`src/rtl/loader_pkg.sv`:
```
// loader_pkg: shared state encoding, constants and checksum helper for the program loader.
package loader_pkg;

    typedef enum logic [2:0] {
        IDLE   = 3'd0,
        LEN_HI = 3'd1,
        LEN_LO = 3'd2,
        DATA   = 3'd3,
        CSUM   = 3'd4,
        DONE   = 3'd5,
        ERROR  = 3'd6
    } loader_state_t;

    localparam logic [7:0] SYNC_BYTE_DEFAULT  = 8'hA5;
    localparam int         DATA_WIDTH_DEFAULT = 16;
    localparam int         BYTES_PER_WORD     = DATA_WIDTH_DEFAULT / 8;

    function automatic logic [7:0] csum_add(input logic [7:0] acc, input logic [7:0] data);
        return acc + data;
    endfunction

endpackage

```
`src/rtl/word_packer.sv`:
```
// word_packer: shifts stream bytes MSB-first into a word and flags the byte that completes it.
module word_packer #(
    parameter int DATA_WIDTH = 16
) (
    input  logic                  clk,
    input  logic                  reset,
    input  logic                  clear,
    input  logic                  byte_valid,
    input  logic [7:0]            byte_data,
    output logic                  word_ready,
    output logic [DATA_WIDTH-1:0] word
);

    localparam int BPW = DATA_WIDTH / 8;
    localparam int CW  = (BPW > 1) ? $clog2(BPW) : 1;

    logic [DATA_WIDTH-1:0] shift_r;
    logic [CW-1:0]         count_r;
    logic [DATA_WIDTH+7:0] ext_s;

    // The completed word includes the byte being accepted this cycle.
    assign ext_s      = {shift_r, byte_data};
    assign word       = ext_s[DATA_WIDTH-1:0];
    assign word_ready = byte_valid && (count_r == CW'(BPW - 1));

    // Byte shift register and position-within-word counter.
    always_ff @(posedge clk) begin
        if (reset || clear) begin
            shift_r <= {DATA_WIDTH{1'b0}};
            count_r <= {CW{1'b0}};
        end else if (byte_valid) begin
            shift_r <= word;
            if (word_ready) begin
                count_r <= {CW{1'b0}};
            end else begin
                count_r <= count_r + {{(CW-1){1'b0}}, 1'b1};
            end
        end
    end

endmodule

```
`src/rtl/program_loader.sv`:
```
// program_loader: framed byte-stream bootloader for the MC14500B program RAM.
// Define LOADER_CHECKSUM_EN to require and verify a trailing checksum byte.
module program_loader
    import loader_pkg::*;
#(
    parameter int         ADDR_WIDTH = 12,
    parameter int         DATA_WIDTH = DATA_WIDTH_DEFAULT,
    parameter logic [7:0] SYNC_BYTE  = SYNC_BYTE_DEFAULT
) (
    input  logic                  clk,
    input  logic                  reset,
    input  logic [7:0]            in_data,
    input  logic                  in_valid,
    output logic                  in_ready,
    output logic                  prog_write,
    output logic [ADDR_WIDTH-1:0] prog_address,
    output logic [DATA_WIDTH-1:0] prog_data,
    output logic                  cpu_hold,
    output logic                  cpu_restart,
    output logic                  load_error
);

    localparam logic [16:0] MAX_WORDS = 17'd1 << ADDR_WIDTH;
`ifdef LOADER_CHECKSUM_EN
    localparam loader_state_t AFTER_PAYLOAD = CSUM;
`else
    localparam loader_state_t AFTER_PAYLOAD = DONE;
`endif

    loader_state_t         state_r, next_state_s;
    logic                  accept_s, sync_s, word_ready_s, last_word_s, overflow_s;
    logic [DATA_WIDTH-1:0] word_s;
    logic [15:0]           len_r, len_full_s;
    logic [ADDR_WIDTH:0]   word_idx_r;
    logic                  in_ready_r, prog_write_r, cpu_hold_r, cpu_restart_r, load_error_r;
    logic [ADDR_WIDTH-1:0] prog_address_r;
    logic [DATA_WIDTH-1:0] prog_data_r;
`ifdef LOADER_CHECKSUM_EN
    logic [7:0]            sum_r;
`endif

    assign accept_s    = in_valid && in_ready_r;
    assign sync_s      = accept_s && ((state_r == IDLE) || (state_r == ERROR)) && (in_data == SYNC_BYTE);
    assign len_full_s  = {len_r[15:8], in_data};
    assign overflow_s  = {1'b0, len_full_s} > MAX_WORDS;
    // word_idx_r is one bit wider than the address so a full 2**ADDR_WIDTH frame terminates cleanly.
    assign last_word_s = word_ready_s && ((17'(word_idx_r) + 17'd1) == {1'b0, len_r});

    word_packer #(.DATA_WIDTH(DATA_WIDTH)) u_packer (
        .clk        (clk),
        .reset      (reset),
        .clear      (sync_s),
        .byte_valid (accept_s && (state_r == DATA)),
        .byte_data  (in_data),
        .word_ready (word_ready_s),
        .word       (word_s)
    );

    // State register.
    always_ff @(posedge clk) begin
        if (reset) begin
            state_r <= IDLE;
        end else begin
            state_r <= next_state_s;
        end
    end

    // Frame parser next-state logic; a sync value mid-frame is ordinary data.
    always_comb begin
        next_state_s = state_r;
        case (state_r)
            IDLE, ERROR: begin
                if (sync_s) next_state_s = LEN_HI;
                else        next_state_s = state_r;
            end
            LEN_HI: begin
                if (accept_s) next_state_s = LEN_LO;
                else          next_state_s = state_r;
            end
            LEN_LO: begin
                if (!accept_s)                 next_state_s = state_r;
                else if (overflow_s)           next_state_s = ERROR;
                else if (len_full_s == 16'd0)  next_state_s = AFTER_PAYLOAD;
                else                           next_state_s = DATA;
            end
            DATA: begin
                if (last_word_s) next_state_s = AFTER_PAYLOAD;
                else             next_state_s = state_r;
            end
            CSUM: begin
`ifdef LOADER_CHECKSUM_EN
                if (!accept_s)              next_state_s = state_r;
                else if (in_data == sum_r)  next_state_s = DONE;
                else                        next_state_s = ERROR;
`else
                next_state_s = IDLE;
`endif
            end
            DONE:    next_state_s = IDLE;
            default: next_state_s = IDLE;
        endcase
    end

    // Frame bookkeeping: captured length, word index and running checksum.
    always_ff @(posedge clk) begin
        if (reset) begin
            len_r      <= 16'd0;
            word_idx_r <= {(ADDR_WIDTH+1){1'b0}};
`ifdef LOADER_CHECKSUM_EN
            sum_r      <= 8'd0;
`endif
        end else begin
            if (sync_s) begin
                word_idx_r <= {(ADDR_WIDTH+1){1'b0}};
            end else if (word_ready_s) begin
                word_idx_r <= word_idx_r + {{ADDR_WIDTH{1'b0}}, 1'b1};
            end
            if (accept_s && (state_r == LEN_HI)) len_r[15:8] <= in_data;
            if (accept_s && (state_r == LEN_LO)) len_r[7:0]  <= in_data;
`ifdef LOADER_CHECKSUM_EN
            if (sync_s) begin
                sum_r <= 8'd0;
            end else if (accept_s && ((state_r == LEN_HI) || (state_r == LEN_LO) || (state_r == DATA))) begin
                sum_r <= csum_add(sum_r, in_data);
            end
`endif
        end
    end

    // Registered outputs; restart and hold release land together the cycle after DONE.
    always_ff @(posedge clk) begin
        if (reset) begin
            in_ready_r     <= 1'b0;
            prog_write_r   <= 1'b0;
            prog_address_r <= {ADDR_WIDTH{1'b0}};
            prog_data_r    <= {DATA_WIDTH{1'b0}};
            cpu_hold_r     <= 1'b0;
            cpu_restart_r  <= 1'b0;
            load_error_r   <= 1'b0;
        end else begin
            in_ready_r    <= (next_state_s != DONE);
            prog_write_r  <= word_ready_s;
            cpu_restart_r <= (state_r == DONE);
            if (word_ready_s) begin
                prog_data_r    <= word_s;
                prog_address_r <= word_idx_r[ADDR_WIDTH-1:0];
            end
            if (sync_s) begin
                cpu_hold_r <= 1'b1;
            end else if (state_r == DONE) begin
                cpu_hold_r <= 1'b0;
            end
            if (sync_s) begin
                load_error_r <= 1'b0;
            end else if (next_state_s == ERROR) begin
                load_error_r <= 1'b1;
            end
        end
    end

    assign in_ready     = in_ready_r;
    assign prog_write   = prog_write_r;
    assign prog_address = prog_address_r;
    assign prog_data    = prog_data_r;
    assign cpu_hold     = cpu_hold_r;
    assign cpu_restart  = cpu_restart_r;
    assign load_error   = load_error_r;

endmodule

```
`config.mk`:
```
export PLATFORM = sky130hd
export DESIGN_NAME = program_loader
export DESIGN_NICKNAME = d
export VERILOG_FILES = /design/src/rtl/loader_pkg.sv /design/src/rtl/word_packer.sv /design/src/rtl/program_loader.sv
export SDC_FILE = /design/constraint.sdc
export NUM_CORES = 1
export LEC_CHECK = 0
export ABC_CLOCK_PERIOD_IN_PS = 2100
export CAP_MARGIN = 30
export CORE_MARGIN = 10
export CORE_UTILIZATION = 35
export DETAILED_ROUTE_END_ITERATION = 8
export PLACE_DENSITY_LB_ADDON = 0.3
export SLEW_MARGIN = 10
export SYNTH_ARGS = -nofsm -noshare
export SYNTH_HDL_FRONTEND = slang
export SYNTH_HIERARCHICAL = 1
export SYNTH_SLANG_ARGS = --single-unit
```
`constraint.sdc`:
```
create_clock -name clk -period 2.1 [get_ports clk]
set_clock_uncertainty 0.05 [all_clocks]
set_input_delay 0.42 -clock clk [delete_from_list [all_inputs] [get_ports clk]]
set_output_delay 0.42 -clock clk [all_outputs]
set_load 0.02 [all_outputs]
```
==> reports/results.ini, run 1 <==
[cells_and_area]
regArea_um2 = 1500
antenna_cells = 0
comb_area_um2 = 1850
synthToLayoutAreaGrowth_pct = 39.7
fin_nets = 482
fillers = 922
final_layout_size_suffix_gt1_share_pct = 27.6

[yosys]
syn-cell-area_um2 = 3410
yosysMostFrequentCell = nor2_1
synthArstFlopShare_pct = 0
synth_cell_type_count = 48
ys_warn_count = 6
largest_area_cell = dfxtp_1
ys_seq_share_pct = 43.5
yosys_area_um2 = 3410
ys_cells = 375
synthTopCellsByCount = nor2_1 (85), dfxtp_1 (74), mux2i_1 (54), xnor2_1 (16), clkbuf_1 (15)
ys_ff = 74
synth_top_area_share_pct = 43.5
avgSynthCellArea_um2 = 9.08
edf_count = 0
ff_type = dfxtp_1
topCellsByArea = dfxtp_1 (43%), mux2i_1 (16%), nor2_1 (9.4%)
fp_nets = 387
synth_cells = 375

[cts]
cts_made_buffers = 9
tritoncts = built
clockRootBuffer = clkbuf_8
cts_hold_buf = 0
h-tree-depth = 3
cts.path.max_buffers = 2
path_clk_slew_ns = 0.08
clk_latency_ns = 0.36

[power]
finalPower_uw = 2560
p_leak_uw = 0.00172
ir_worst_vdd_mv = 0.384
power.density_nw_per_um2 = 537

[sta]
relSlewSlack_pct = 66.3
fin_crit_ns = 2.26
whs_ns = 0.264
setup_slack_ns = -0.162
hold_viol = 0
tightestPinTransition_ns = 0.505
clock.fmax_ghz = 0.442
drv_slew = 0
rsz0062_at_grt = yes
finalSetupViolations = 4
fin_crit_sh_pct = 108

[detailed_routing]
drc = 0
routedWlPerCell_um = 14.9
drt_iter0_markers = 109
dr.pass1.iters = 4
totalWireLength_um = 9030
antenna_left = 0
vias = 2922
via_per_inst = 4.84

[global_route]
grt_pass1_wl_um = 15000
grt_pass1_vias = 3037
overflow = 0
grt_max_degree = 47
grtUsageTotal_pct = 12.7
antenna_found_initial = 0

[setup_path]
worstPathArrival_ns = 2.46
start_kind = flip-flop
required_ns = 2.29
worst-setup-path-type = reg2reg
crit_start = word_idx_r[0]$_SDFFE_PP0P_
crit_path_max_fanout = 4
path_cells = nand4_1 -> buf_6 -> nor4_4 -> mux2i_1 -> o2111ai_2 -> o41ai_4 -> and3_1 -> a31oi_1
ff2ff_setup_slack_ns = -0.16
critPathMaxStageDelay_ns = 0.38
crit_path_end_kind = flip-flop
worstReg2RegStart = word_idx_r[0]$_SDFFE_PP0P_
cpMaxStageDelayCell = dfxtp_4

[placed_design]
dpl.hpwl_um = 6390
portBuffers = 43
place_ws_ns = -0.646
place_congestion = 0.872

[job]
openroad.warnings = 29
maxCapViolations = 0

[floorplan]
die_y_um = 119
dieArea_um2 = 14100
fp.dieW_um = 119
num_rows = 35
coreArea_um2 = 9370
core_util_floorplan_pct = 36.3
design.portCount = 44

[hold_path]
hp-start = reset
hp-class = in2reg

[status]
violations = setup timing
status = complete, but fails checks

==> run 1: worst max-delay path, delay by kind of cell (launching register included) <==
family                 cells  cell delay, ns
AND-OR/OR-AND              3            0.64
multiplexers               1            0.25
AND/OR/NAND/NOR            3            0.68
buffers and inverters      1            0.15
flip-flops                 1            0.38
==> run 1: final cells by class <==
cell class                      count  share of cell area [%]
Timing Repair Buffer              120                    21.7
Sequential cell                    74                    31.5
Inverter                            7                   0.605
Tap cell                          129                    3.39
Clock buffer                        9                    2.60
Multi-Input combinational cell    258                    38.9
Clock inverter                      7                    1.24
==> run 1: where the power goes <==
part	internal [uW]	switching, uW	leakage, uW
clock network	449	597	0.0000925
logic	50.2	62.2	0.00103
registers	1400	0.922	0.000600
total	1900	660	0.00172
==> run 1: state kept, by name (all words and copies together), names as in the netlist <==
name,flops
in_ready,1
prog_address,12
cpu_hold,1
prog_write,1
cpu_restart,1
load_error,1
len_r,16
u_packer/shift_r,8
prog_data,16
word_idx_r,13
u_packer/count_r,1
state_r,3
==> run 1: logic make-up after synthesis <==
family                   synth area share, %
XOR/XNOR                                6.94
flip-flops                              43.5
AND-OR/OR-AND                           6.10
AND/OR/NAND/NOR                         20.8
adder cells (fa/ha/maj)                0.367
multiplexers                            15.9
buffers and inverters                   6.47
==> run 1: worst paths after layout <==
kind	end	depth (start not counted)
worst min-delay path	state_r[0]$_SDFF_PP0_	2
worst max register to register	in_ready$_SDFF_PP0_	8
worst max-delay path	in_ready$_SDFF_PP0_	8
worst min register to register	prog_address[4]$_SDFFE_PP0P_	2
==> run 1: stage by stage <==
step / util [%] / setup TNS [ns] / cells / instance area, um^2
floorplan: - / -0.166 / 375 / 3450
global placement: 46.7 / -15.17 / 581 / 4380
detailed placement: 46.7 / -16.74 / 581 / 4380
CTS: 49.7 / -0.651 / 601 / 4650
global route: 50.8 / -0.960 / 604 / 4760
finish: 50.8 / -0.440 / 604 / 4760
==> run 1: cells in the final DEF (no fill, tap or decap), types with 2 or more instances in the layout <==
cell	instances
or3_1	2
dfxtp_1	67
dlygate4sd2_1	7
nand4_1	10
dfxtp_4	4
dfxtp_2	3
inv_6	3
nor2_1	84
mux2i_1	54
nand3_1	7
buf_12	2
xor2_1	11
clkdlybuf4s50_1	35
buf_4	71
o31ai_1	2
clkbuf_8	9
a31oi_1	3
nor2b_1	2
or4_4	3
nor4_2	3
nor4_1	2
or4_1	2
nor3_1	4
nor4_4	2
and4_4	2
xnor2_1	15
nand2_1	13
o2111ai_2	2
inv_1	6
a21oi_1	4
or2_2	2
nand3_2	2
buf_6	4
==> run 1: repair_timing <==
item / in CTS / in global routing
pin swaps: 16 / 8
endpoints found under the hold margin: 0 / 0
buffers inserted: 4 / 3
endpoints found under the setup margin: 19 / 5
resized: 24 / 23
==> run 1: per-layer routing <==
layer  global-route usage (%)  routed length [um]  vias up
met2                     20.7                4290       59
met1                     14.9                4050     1379
met4                     3.82                 167        0
met3                     5.05                 513       16
met5                        0                   0        -
li1                         -                   -     1468
**Run 1: clock routing**

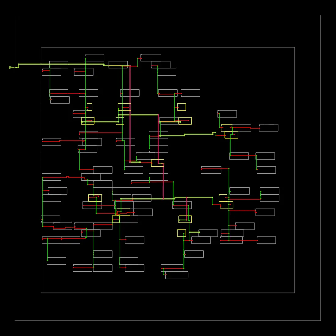
Clock Sinks: 74
clkbuf count: 9

**Run 1: cells coloured by class**

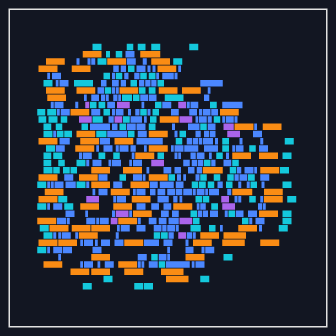
[purple] clock drivers and dummy loads | cells: 16 | share of their area: 4.0%
[cyan] remaining buffers and delay cells | cells: 120 | share of their area: 23%
[blue] remaining logic cells | cells: 265 | share of their area: 41%
[orange] registers | cells: 74 | share of their area: 33%

**Run 1: metal 4**

Cells faint in the background.
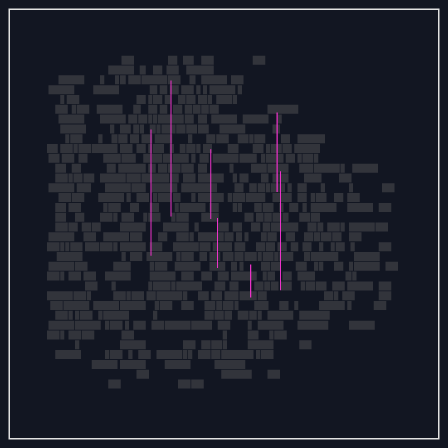
main direction: vertical
wire length on this layer: 168 um
nets with wire on the layer: 5
share of all routed wire: 1.9%

**Run 1: routed clock nets over the placement**

Bar = 20 um.
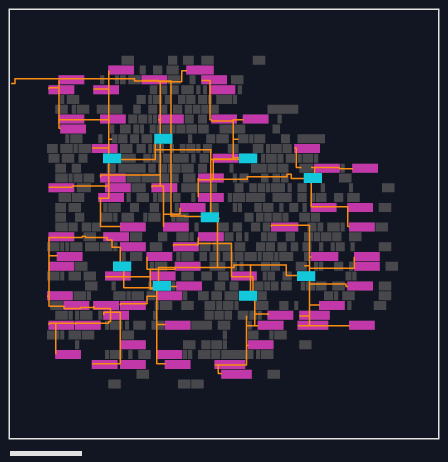
[magenta] flip-flops | count: 74
[orange] clock wires | length: 960 um
[cyan] clock-net drivers | count: 9
routed clock nets: 10

**Run 1: wire density map**

The die is cut into 24 by 24 equal tiles; dark blue is low, red is high, scaled to the fullest tile. Values are wire area over tile area, all layers added.
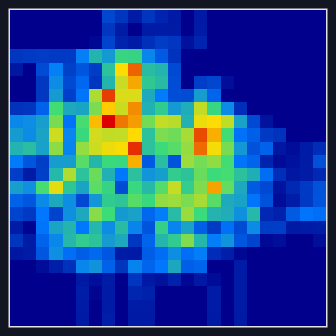

==> run 2: changes to the inputs <==
SYNTH_HIERARCHICAL = default   (was 1)
**Run 2: wire density map**

The die is cut into 23 by 23 equal tiles; dark blue is low, red is high, scaled to the fullest tile. Values are wire area over tile area, all layers added.
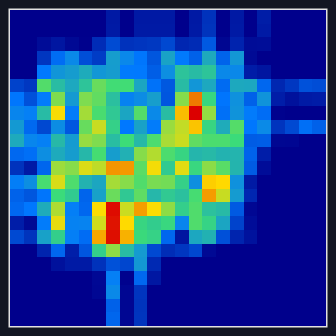
fullest tile: 0.51
emptiest ninth of the die: south-east
nearly empty tiles: 38%
densest ninth of the die: centre
mean over tiles: 0.11

==> reports/results.ini, run 2 <==
[status]
status = complete, but fails checks
violations = setup timing

[sta]
hold_viol = 0  ; unchanged
relSlewSlack_pct = 72.7  ; +6.3 points
drv_slew = 0  ; unchanged
finalSetupViolations = 2  ; -2
fin_crit_sh_pct = 103  ; -4.6 points
whs_ns = 0.405  ; +0.141 ns
setup_slack_ns = -0.0645  ; +0.0976 ns
fin_crit_ns = 2.16  ; -0.0976 ns
tightestPinTransition_ns = 0.407  ; -0.0983 ns
tns_ns = -0.0733  ; +0.367 ns
rsz0062_at_grt = yes

[cts]
cts_hold_buf = 0  ; unchanged
clkSinkCount = 74  ; unchanged
clk_latency_ns = 0.36  ; about the same
cts_made_buffers = 9  ; unchanged
tritoncts = built
cts.path.max_buffers = 2  ; unchanged
h-tree-depth = 3  ; unchanged

[cells_and_area]
final_layout_size_suffix_gt1_share_pct = 24.3  ; -3.3 points
fillers = 896  ; -2.8%
final_cell_mix = nand2_1 (77), dfxtp_1 (68), buf_4 (64), nor2_1 (47), clkdlybuf4s50_1 (36)
final_cells = 605  ; +0.17%
fin_area_um2 = 4620  ; -2.8%
synthToLayoutAreaGrowth_pct = 40.0
layout_top_cell = nand2_1
fin_nets = 501  ; +3.9%
antenna_cells = 0  ; unchanged

[yosys]
synth_cells = 394  ; +5.1%
ys_cells = 394  ; +5.1%
edf_count = 0  ; unchanged
ys_seq_share_pct = 44.8  ; +1.4 points
ys_ff = 74  ; unchanged
avgSynthCellArea_um2 = 8.38  ; -7.7%
yosys_area_um2 = 3300  ; -3.0%
fp_nets = 406  ; +4.9%
syn-cell-area_um2 = 3300  ; -3.0%
largest_area_cell = dfxtp_1
topCellsByArea = dfxtp_1 (45%), nand2_1 (8.8%), mux2i_1 (7.3%)
synth_top_area_share_pct = 44.8  ; +1.4 points
yosysMostFrequentCell = nand2_1
synthTopCellsByCount = nand2_1 (77), dfxtp_1 (74), nor2_1 (47), a21oi_1 (37), mux2i_1 (24)
ys_warn_count = 0  ; -6
synthArstFlopShare_pct = 0  ; unchanged

[detailed_routing]
dr.pass1.iters = 4  ; unchanged
vias = 3092  ; +5.8%
drc = 0  ; unchanged
drt_iter0_markers = 86  ; -21%
routedWlPerCell_um = 15.6  ; +4.1%
totalWireLength_um = 9410  ; +4.3%
antenna_left = 0  ; unchanged
via_per_inst = 5.11  ; +5.6%

[global_route]
grt_max_degree = 48  ; +2.1%
grtUsageTotal_pct = 14.5  ; +1.9 points
grt_pass1_vias = 3203  ; +5.5%
overflow = 0  ; unchanged
grt_pass1_wl_um = 15700  ; +5.0%
antenna_found_initial = 0  ; unchanged

[setup_path]
worstPathArrival_ns = 2.41  ; -0.05 ns
start_kind = flip-flop
worst-setup-path-type = reg2reg
required_ns = 2.34  ; +0.05 ns
crit_path_end_kind = flip-flop
crit_path_max_fanout = 3  ; -1

[hold_path]
hp-class = reg2reg

[floorplan]
core_util_floorplan_pct = 35.9  ; -0.42 points
dieArea_um2 = 13700  ; -2.5%
fp.dieW_um = 117  ; -1.3%
coreArea_um2 = 9200  ; -1.9%
die_y_um = 117  ; -1.3%
design.portCount = 44  ; unchanged
num_rows = 35  ; unchanged

[power]
ir_worst_vdd_mv = 0.303  ; -21%
power.density_nw_per_um2 = 581  ; +8.1%
finalPower_uw = 2680  ; +5.0%
p_leak_uw = 0.00174  ; +1.2%

[job]
openroad.warnings = 29  ; unchanged
maxCapViolations = 0  ; unchanged

[placed_design]
place_congestion = 0.969  ; +11%
portBuffers = 43  ; unchanged
dpl_cell_area_um2 = 4320  ; -1.5%

[run 2: cell types whose count changed after synthesis, moves of 4 or more]
cell and delta:
buf_4 -10, a21oi_1 +33, nand2_1 +63, inv_1 -6, mux2i_1 -30, nand3b_1 +4, nor2_1 -38, nand4_1 -7
clkbuf_1 +5
[run 2: worst max-delay path, stage by stage, from the launching register on]
cell and delay (ns):
dfxtp_2 0.37, buf_6 0.11, nand4_1 0.17, nor3_4 0.22, mux2_4 0.32, o211ai_1 0.23
or4b_4 0.51, a21oi_2 0.12
[run 2: path summary, 6_finish.rpt]
| kind | start | endpoint | slack [ns] | cells past startpoint |
|---|---|---|---|---|
| worst max-delay path | word_idx_r[0]$_SDFFE_PP0P_ | state_r[2]$_SDFF_PP0_ | -0.06 | 7 |
| worst min-delay path | prog_address[9]$_SDFFE_PP0P_ | prog_address[9]$_SDFFE_PP0P_ | 0.40 | 2 |
| worst max register to register | word_idx_r[0]$_SDFFE_PP0P_ | state_r[2]$_SDFF_PP0_ | -0.06 | 7 |
| worst min register to register | prog_address[9]$_SDFFE_PP0P_ | prog_address[9]$_SDFFE_PP0P_ | 0.40 | 2 |
[run 2: through the flow]
stage / utilization [%] / setup slack, ns
6_report: 50.3 / -0.0645
5_1_grt: 50.3 / -0.123
4_1_cts: 49.9 / -0.0872
3_5_place_dp: 46.9 / -0.655
3_3_place_gp: 46.9 / -0.616
2_1_floorplan: - / -0.224
[run 2: repair_timing]
item                       in CTS  in global routing
setup buffers                   2                  1
pin swaps                       9                  9
resized                        25                 15
setup endpoints to repair      27                  7
cloned                          0                  0
[run 2: report_power, final]
part	internal (uW)	leakage (uW)	total (uW)	switching, uW
Combinational	42.1	0.00104	102	59.6
Clock	570	0.0000988	1180	609
Sequential	1400	0.000599	1400	0.798
Total	2010	0.00174	2680	670
[run 2: cell families (layout without fill, tap and decap cells)]
| kind of cell | Yosys count | in the layout | share of synthesized area, % |
|---|---|---|---|
| and+or+nand+nor | 178 | 178 | 25.4 |
| xor gates and xnor gates | 28 | 28 | 7.42 |
| adders and majority gates | 1 | 1 | 0.379 |
| DFF | 74 | 74 | 44.8 |
| muxes | 25 | 25 | 7.61 |
| AOI/OAI and AO/OA | 59 | 59 | 10.7 |
| buffers and inverters | 29 | 129 | 3.64 |
[run 2: layout make-up]
cell class	count	area, um^2	share of cell area [%]
Clock buffer	9	124	2.68
Clock inverter	7	82.6	1.79
Inverter	1	3.75	0.0812
Multi-Input combinational cell	291	1810	39.2
Sequential cell	74	1490	32.2
Tap cell	111	139	3.00
Timing Repair Buffer	112	973	21.1
[run 2: layer usage]
layer / routed length (um) / share of wire, % / vias up / track usage (%)
li1: - / - / 1533 / -
met1: 4170 / 44 / 1477 / 16.8
met2: 4630 / 49 / 71 / 24.7
met3: 482 / 5.1 / 11 / 3.92
met4: 137 / 1.5 / 0 / 6.26
met5: 0 / 0 / - / 0
==> run 3: changes to the inputs <==
HOLD_SLACK_MARGIN = 0.12   (was default)
**Run 3: wire density map**

The die is cut into 23 by 23 equal tiles; dark blue is low, red is high, scaled to the fullest tile. Values are wire area over tile area, all layers added.
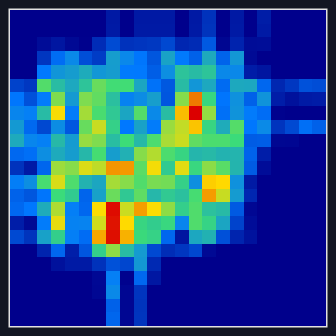
densest ninth of the die: centre
fullest tile: 0.51
emptiest ninth of the die: south-east
nearly empty tiles: 38%
mean over tiles: 0.11
tiles over half the peak: 15%

==> reports/results.ini, run 3 <==
[power]
power.density_nw_per_um2 = 581  ; unchanged
p_int_uw = 2010  ; unchanged
seqPwrFrac_pct = 52.3  ; about the same
ir_worst_vdd_mv = 0.303  ; unchanged
p_clk_share_pct = 43.9  ; about the same
switching_power_uw = 670  ; unchanged
power_frac_comb_pct = 3.8  ; about the same
p_leak_uw = 0.00174  ; unchanged
swShare_pct = 25.0  ; unchanged

[yosys]
synth_cells = 394  ; unchanged
edf_count = 0  ; unchanged
ys_warn_count = 0  ; unchanged
topCellsByArea = dfxtp_1 (45%), nand2_1 (8.8%), mux2i_1 (7.3%)
syn-cell-area_um2 = 3300  ; unchanged
synth_cell_type_count = 50
synthArstFlopShare_pct = 0  ; unchanged
ys_cells = 394  ; unchanged
largest_area_cell = dfxtp_1
ys_ff = 74  ; unchanged
yosys_area_um2 = 3300  ; unchanged
ff_type = dfxtp_1
synthTopCellsByCount = nand2_1 (77), dfxtp_1 (74), nor2_1 (47), a21oi_1 (37), mux2i_1 (24)
synth_top_area_share_pct = 44.8  ; unchanged
yosysMostFrequentCell = nand2_1
fp_nets = 406  ; unchanged
avgSynthCellArea_um2 = 8.38  ; unchanged
ys_seq_share_pct = 44.8  ; unchanged

[sta]
hold_viol = 0  ; unchanged
fin_crit_ns = 2.16  ; unchanged
relSlewSlack_pct = 72.7  ; unchanged
whs_ns = 0.405  ; unchanged
drv_slew = 0  ; unchanged
clock.fmax_ghz = 0.462
fin_crit_sh_pct = 103  ; unchanged
setup_slack_ns = -0.0645  ; unchanged
rsz0062_at_grt = yes
finalSetupViolations = 2  ; unchanged
tightestPinTransition_ns = 0.407  ; unchanged

[job]
maxCapViolations = 0  ; unchanged
openroad.warnings = 29  ; unchanged

[cells_and_area]
antenna_cells = 0  ; unchanged
final_layout_size_suffix_gt1_share_pct = 24.3  ; unchanged
layout_top_cell = nand2_1
final_cells = 605  ; unchanged
final_cell_mix = nand2_1 (77), dfxtp_1 (68), buf_4 (64), nor2_1 (47), clkdlybuf4s50_1 (36)
fillers = 896  ; unchanged
final_core_utilization_pct = 50.3  ; unchanged
synthToLayoutAreaGrowth_pct = 40.0  ; unchanged
fin_nets = 501  ; unchanged

[setup_path]
crit_path_end_kind = flip-flop
path_cells = buf_6 -> nand4_1 -> nor3_4 -> mux2_4 -> o211ai_1 -> or4b_4 -> a21oi_2
cpMaxStageDelayCell = or4b_4
required_ns = 2.34  ; about the same
critPathMaxStageDelay_ns = 0.51  ; about the same
worst-setup-path-type = reg2reg
crit_path_max_fanout = 3  ; unchanged
worstPathArrival_ns = 2.41  ; about the same
reg2reg_depth = 7  ; unchanged
start_kind = flip-flop

[floorplan]
fp.dieW_um = 117  ; unchanged
dieArea_um2 = 13700  ; unchanged
core_util_floorplan_pct = 35.9  ; unchanged
die_y_um = 117  ; unchanged
coreArea_um2 = 9200  ; unchanged
design.portCount = 44  ; unchanged
num_rows = 35  ; unchanged

[global_route]
grt_pass1_vias = 3203  ; unchanged
grt_max_degree = 48  ; unchanged
grtUsageTotal_pct = 14.5  ; unchanged
overflow = 0  ; unchanged
antenna_found_initial = 0  ; unchanged
grt_pass1_wl_um = 15700  ; unchanged

[placed_design]
place_congestion = 0.969  ; unchanged
dp_cells = 586
dpl.hpwl_um = 6970
portBuffers = 43  ; unchanged

[cts]
clk_latency_ns = 0.36  ; about the same
cts.path.max_buffers = 2  ; unchanged
clockRootBuffer = clkbuf_8
path_clk_slew_ns = 0.09
h-tree-depth = 3  ; unchanged
tritoncts = built
clkSinkCount = 74  ; unchanged
cts_made_buffers = 9  ; unchanged
cts_hold_buf = 0  ; unchanged

[status]
status = complete, but fails checks
violations = setup timing

[detailed_routing]
via_per_inst = 5.11  ; unchanged
antenna_left = 0  ; unchanged
dr.pass1.iters = 4  ; unchanged
drt_iter0_markers = 86  ; unchanged
totalWireLength_um = 9410  ; unchanged
vias = 3092  ; unchanged
routedWlPerCell_um = 15.6  ; unchanged
drc = 0  ; unchanged

[hold_path]
whs_path_depth = 2  ; unchanged
hp-class = reg2reg

[run 3: what timing repair did]
item | in CTS | in global routing
resized | 25 | 15
endpoints found under the setup margin | 27 | 7
hold endpoints to repair | 0 | 0
pin swaps | 9 | 9
setup buffers | 2 | 1
[run 3: area by class of cell]
type	count	area (um^2)	share of cell area [%]
Multi-Input combinational cell	291	1810	39.2
Sequential cell	74	1490	32.2
Timing Repair Buffer	112	973	21.1
Tap cell	111	139	3.00
Clock buffer	9	124	2.68
Clock inverter	7	82.6	1.79
Inverter	1	3.75	0.0812
[run 3: per-layer routing]
layer | share of wire, % | up-vias | GRT usage, %
met5 | 0 | - | 0
met4 | 1.5 | 0 | 6.26
met3 | 5.1 | 11 | 3.92
met2 | 49 | 71 | 24.7
met1 | 44 | 1477 | 16.8
li1 | - | 1533 | -
[run 3: logic make-up (layout without fill, tap and decap cells)]
logic type               after synthesis  in the layout  share of synthesized area, %
AND/OR/NAND/NOR                      178            178                          25.4
flip-flops                            74             74                          44.8
AND-OR/OR-AND                         59             59                          10.7
buffers and inverters                 29            129                          3.64
XOR/XNOR                              28             28                          7.42
multiplexers                          25             25                          7.61
adder cells (fa/ha/maj)                1              1                         0.379
[run 3: stage by stage]
step / cell area [um^2] / power (uW) / setup TNS, ns / setup WS [ns]
floorplan: 3340 / 1470 / -0.414 / -0.224
global placement: 4320 / 1540 / -15.43 / -0.616
detailed placement: 4320 / 1540 / -17.30 / -0.655
CTS: 4590 / 2710 / -0.136 / -0.0872
global route: 4620 / 2770 / -0.268 / -0.123
finish: 4620 / 2680 / -0.0733 / -0.0645
[run 3: power groups by stage]
stage	sequential, uW	clock, uW	combinational [uW]
2_1_floorplan	1440	0	29.0
3_3_place_gp	1440	0	102
3_5_place_dp	1440	0	102
4_1_cts	1400	1210	101
5_1_grt	1400	1260	108
6_report	1400	1180	102
[run 3: worst paths after layout]
check / from / endpoint / slack [ns]
worst min-delay path: prog_address[9]$_SDFFE_PP0P_ / prog_address[9]$_SDFFE_PP0P_ / 0.40
worst min register to register: prog_address[9]$_SDFFE_PP0P_ / prog_address[9]$_SDFFE_PP0P_ / 0.40
worst max register to register: word_idx_r[0]$_SDFFE_PP0P_ / state_r[2]$_SDFF_PP0_ / -0.06
worst max-delay path: word_idx_r[0]$_SDFFE_PP0P_ / state_r[2]$_SDFF_PP0_ / -0.06
[run 3: worst max-delay path, delay by kind of cell, from the launching register on]
kind | cells | cell delay (ns)
AND/OR/NAND/NOR | 3 | 0.90
buffers and inverters | 1 | 0.11
multiplexers | 1 | 0.32
flip-flops | 1 | 0.37
AND-OR/OR-AND | 2 | 0.35
Power figures rest on the tool's default switching activity, not on a simulated workload.
